==> config.mk <==
export PLATFORM = sky130hd
export DESIGN_NAME = fifo_write_arbiter
export DESIGN_NICKNAME = d
export VERILOG_FILES = /design/src/rtl/fifo_write_arbiter.sv
export SDC_FILE = /design/constraint.sdc
export NUM_CORES = 1
export LEC_CHECK = 0
export ABC_AREA = 1
export CAP_MARGIN = 20
export CORE_MARGIN = 5
export CORE_UTILIZATION = 32
export CTS_CLUSTER_DIAMETER = 50
export DETAILED_ROUTE_END_ITERATION = 8
export HOLD_SLACK_MARGIN = 0.12
export MAX_ROUTING_LAYER = met4
export PLACE_DENSITY_LB_ADDON = 0.3
export SYNTH_ARGS = -nofsm -noshare
export SYNTH_HDL_FRONTEND = slang
export SYNTH_SLANG_ARGS = --single-unit
==> constraint.sdc <==
create_clock -name clkIn -period 2.3 [get_ports clkIn]
set_clock_uncertainty 0.05 [all_clocks]
set_input_delay 0.345 -clock clkIn [delete_from_list [all_inputs] [get_ports clkIn]]
set_output_delay 0.345 -clock clkIn [all_outputs]
set_load 0.03 [all_outputs]
**Run 1: cell sizes after repair**

The bar under the picture is 20 um long.
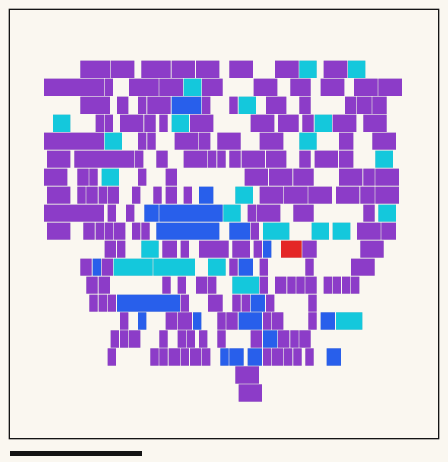
Key: drive 3 to 4 = cyan [cells 23]; drive 1 or less = purple [cells 178]; drive 2 = blue [cells 20]; drive 6 and up = red [cells 1]
final worst-path setup slack: 0.235 ns
P&R area growth vs syn: 68.0%
Non-clk bufs: 62

**Run 1: clock routing**

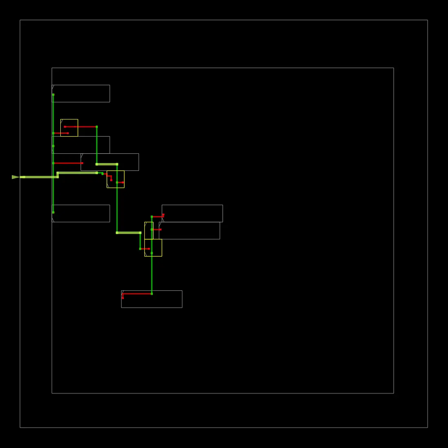
Clock group: 110 uW
flip-flops: 7
clk sink count: 7

**Run 1: sequential cells colored by netlist name**

The bar under the picture is 20 um long.
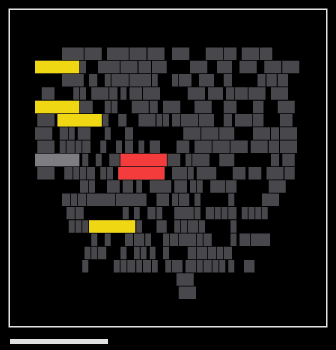
Key: last_ptr_q = red [placed flops 2]; grantOut = yellow [placed flops 4]
sequential power: 225 uW
Util after Layout: 57.4%
flop share of the area: 11.1%
Seq. cell area: 179 sq um

**Run 1: zoomed window**

Region (34, 1) to (64, 31) um. Cells in gray, sequential cells in the stronger gray; small squares are vias.
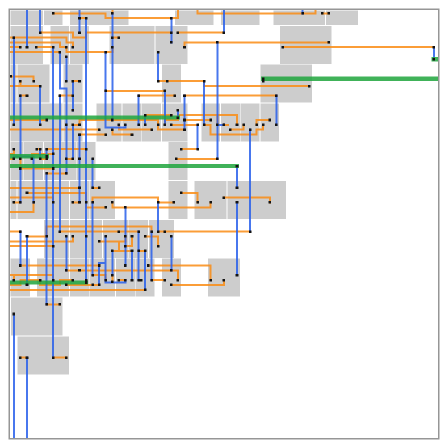
Key: met1 = orange; met2 = blue; met3 = green
46 logic cells have their middle in the window. Most frequent: nand2_1 (16), nand2_2 (7), nand3_1 (6). Sequential cells in the window: 0.

==> impl_metrics.py, run 1 <==
# Metrics from the implementation run
metrics = {
    "status": {
        "outcome": "completed",
    },
    "layout": {
        "lay_top_count": "clkdlybuf4s50_1",
        "logic_area_sq_um": 686,
        "fin_nets": 263,
        "antennaDiodeCount": 0,
        "largest_reg_flops": 4,
        "final_area_sq_um": 1610,
    },
    "placement": {
        "dp_hpwl_um": 2930,
        "dp_slack_ns": 0.0704,
        "dpl-instance-area_sq_um": 1570,
        "place_congestion": 0.844,
    },
    "global_route": {
        "grt.total_usage_pct": 17.5,
        "antenna_found_initial": 0,
        "grt_pass1_vias": 1232,
        "grt-ovfl-total": 0,
        "grt_pass1_wl_um": 5850,
        "top_usage_layer": "met2",
        "met2_usage_pct": 29.4,
    },
    "power_and_ir_drop": {
        "p_total_mw": 1.82,
        "p_leak_nw": 0.820,
        "p_per_area_nw_per_um2": 1130,
        "irDropWorstVdd_mv": 0.633,
    },
    "die": {
        "dieWidth_um": 64.7,
        "core_sq_um": 2810,
        "die_h_um": 64.7,
        "dieArea_sq_um": 4190,
        "rows": 19,
        "ioPinCount": 57,
        "fp_util_pct": 34.2,
    },
    "synth": {
        "synth.yosys.warnings": 0,
        "syn_area_per_cell_sq_um": 6.03,
        "yosysUniqueCellTypes": 28,
        "post-synth-top-count-cell": "nand2_1",
        "ys_ff": 7,
        "top_cells_by_area": "nand2_1, dfrtp_1, nand3_1, a221oi_1, inv_1",
        "synth-seq-area-share_pct": 18.5,
        "syn_area_sq_um": 958,
        "edf_count": 0,
        "synth_cells": 159,
        "synthArstFlopShare_pct": 100,
        "yosys.area.top_type": "nand2_1",
        "synthTopCellsByCount": "nand2_1, nand3_1, inv_1, nor2_1",
    },
    "timing": {
        "period_needed_ns": 2.07,
        "setup_viol": 0,
        "worst_slew_margin_rel_pct": 76.6,
        "tightest_slew_ns": 0.350,
        "max_freq_ghz": 0.484,
        "rsz0062_at_grt": "false",
        "finalSetupTns_ns": 0,
        "report.final.slew_viol_count": 0,
        "hold_violations": 0,
    },
    "setup_path": {
        "crit_chain": "buf_4 > nor2_1 > inv_1 > a221oi_1 > nor3_1 > buf_4",
        "critical_path_class": "flop to output pin",
        "crit_top_cell": "buf_4",
        "arrival_ns": 1.67,
        "ff2ff_setup_slack_ns": 0.30,
        "path_depth": 6,
        "end_kind": "output pin",
        "crit_fanout": 6,
    },
    "routing": {
        "drtIter0Drc": 48,
        "route.met2.wl_um": 1730,
        "met1_length_um": 1460,
        "routed_wirelength_um": 3490,
        "met3WireLength_um": 258,
    },
    "clock_network": {
        "h-tree-depth": 1,
        "cts_made_buffers": 3,
    },
    "run": {
        "cap_violations": 0,
    },
}
run 1: kinds of logic (layout without fill, tap and decap cells):
group / Yosys count / count (layout) / synth area share [%]
flops: 7 / 7 / 18.5
buf+inv: 25 / 88 / 11.1
simple gates: 98 / 98 / 49.1
compound gates: 28 / 28 / 20.0
fa+ha+maj: 1 / 1 / 1.31
run 1: report_power, final:
group          total, mW  switching, mW  internal (mW)
clock              0.110         0.0441         0.0661
sequential         0.225         0.0455          0.180
combinational       1.49          0.948          0.537
run 1: area by class of cell:
cell class                 instances  share of cell area, %
multi-input combinational        127                   42.6
clock buffer                       4                   1.63
sequential                         7                   11.1
timing repair buffer              62                   36.8
tap                               31                   2.41
inverter                          22                   5.44
run 1: repair_timing:
action,in CTS,in global routing
resized,0,7
setup endpoints to repair,0,10
buffers inserted,0,0
hold buffers,0,0
**Run 1: clock wires, drivers and flops**

The bar under the picture is 20 um long.
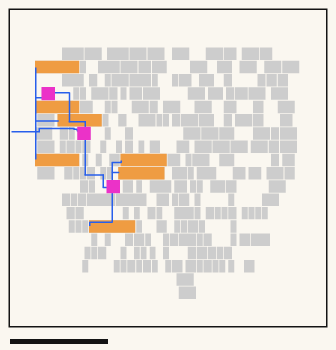

==> inputs of run 2 (changes only) <==
Settings changed: CORE_MARGIN 5 to unset.
**Run 2: clock wires, drivers and flops**

The bar under the picture is 20 um long.
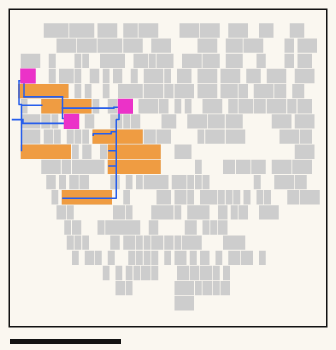
Key: cells driving clock nets = magenta [count 3]; flip-flops = orange [count 7]; clock wires = blue [length 90.8 um]
There are 4 routed clock nets. Position of the flops: middle left.
clk latency late pin: 0.25 ns
clock power share: 6.1%

**Run 2: cell sizes after repair**

The bar under the picture is 20 um long.
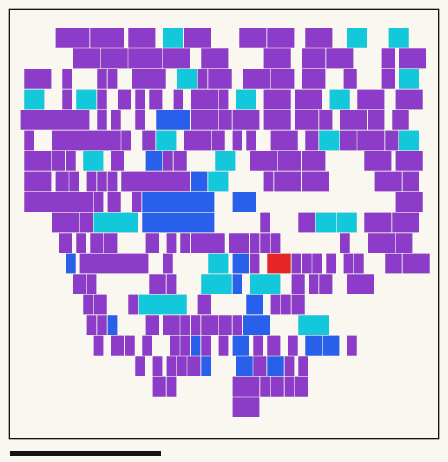
Key: drive 1 or less = purple [cells 179]; drive 6 and up = red [cells 1]; drive 2 = blue [cells 19]; drive 3 to 4 = cyan [cells 23]
cell area after layout: 1610 sq um
P&R area growth vs syn: 67.9%
final worst-path setup slack: 0.215 ns

==> run 2 against run 1 <==
  * The flow now finishes with violations (design-rule violations)
  * Sequential cell count unchanged
  * Via count decreased by 1.1%
  * Die size fell by 23%
  * Worst setup slack worse by 0.019 ns
  * Area after synthesis did not move
  * Critical path depth unchanged
  * Design area is essentially flat
  * Register-to-register slack lost 0.02 ns
  * Global-route usage increased by 3.0 points
  * Sequential power fell by 3%
  * Largest power group unchanged
  * Highest routed layer is now met3
==> impl_metrics.py, run 2 <==
# Metrics from the implementation run
metrics = {
    "timing": {
        "finalSetupTns_ns": 0,
        "setup_viol": 0,
        "report.final.slew_viol_count": 0,
        "max_freq_ghz": 0.480,
    },
    "placement": {
        "dp_hpwl_um": 2570,
        "dp_slack_ns": 0.0740,
        "place_congestion": 0.895,
    },
    "die": {
        "ioPinCount": 57,
        "die_h_um": 56.7,
        "fp_util_pct": 34.2,
        "dieArea_sq_um": 3220,
        "dieWidth_um": 56.7,
        "core_sq_um": 2810,
        "rows": 19,
    },
    "layout": {
        "regArea_sq_um": 178,
        "antennaDiodeCount": 0,
        "logic_area_sq_um": 686,
        "largest_reg_flops": 4,
        "lay_top_count": "clkdlybuf4s50_1",
    },
    "synth": {
        "syn_area_per_cell_sq_um": 6.03,
        "yosysUniqueCellTypes": 28,
        "synthArstFlopShare_pct": 100,
        "syn_area_sq_um": 958,
        "post-synth-top-count-cell": "nand2_1",
        "ys_ff": 7,
    },
    "global_route": {
        "grt.total_usage_pct": 20.5,
        "top_usage_layer": "met2",
        "grt-ovfl-total": 0,
        "grt_pass1_wl_um": 5210,
        "met2_usage_pct": 34.5,
        "antenna_found_initial": 0,
    },
    "routing": {
        "drc": 10,
        "routed_wirelength_um": 3130,
        "route.met2.wl_um": 1550,
        "met3WireLength_um": 172,
        "met1_length_um": 1410,
    },
    "power_and_ir_drop": {
        "comb_power_mw": 1.48,
        "p_per_area_nw_per_um2": 1130,
        "p_comb_share_pct": 81.8,
        "irDropWorstVdd_mv": 0.579,
        "power_leader": "combinational cells",
    },
    "setup_path": {
        "critical_path_class": "input port to output pin",
        "arrival_ns": 1.69,
    },
    "clock_network": {
        "cts_hold_buf": 0,
        "cts_made_buffers": 3,
        "h-tree-depth": 1,
        "clock_sinks": 7,
        "post_cts_buffers": 0,
    },
    "status": {
        "outcome": "complete, but fails checks",
        "violations": "design-rule violations",
    },
    "run": {
        "cap_violations": 0,
    },
}
==> run 2: cell counts after synthesis <==
No cell type changed its count.
==> run 2: worst max-delay path, delay by kind of cell <==
kind | cells | cell delay [ns]
compound gates | 3 | 0.49
buf+inv | 2 | 0.70
simple gates | 1 | 0.15
==> run 2: cell families (layout without fill, tap and decap cells) <==
logic type | after synthesis | count (layout) | share of synthesized area [%]
compound gates | 28 | 28 | 20.0
fa+ha+maj | 1 | 1 | 1.31
buf+inv | 25 | 88 | 11.1
flops | 7 | 7 | 18.5
simple gates | 98 | 98 | 49.1
==> run 2: layout make-up <==
type,instances,share of cell area (%)
Clock buffer,4,1.63
Sequential cell,7,11.0
Multi-Input combinational cell,127,42.6
Inverter,22,5.44
Tap cell,31,2.41
Timing Repair Buffer,62,36.9
Power and IR drop assume default switching activity.
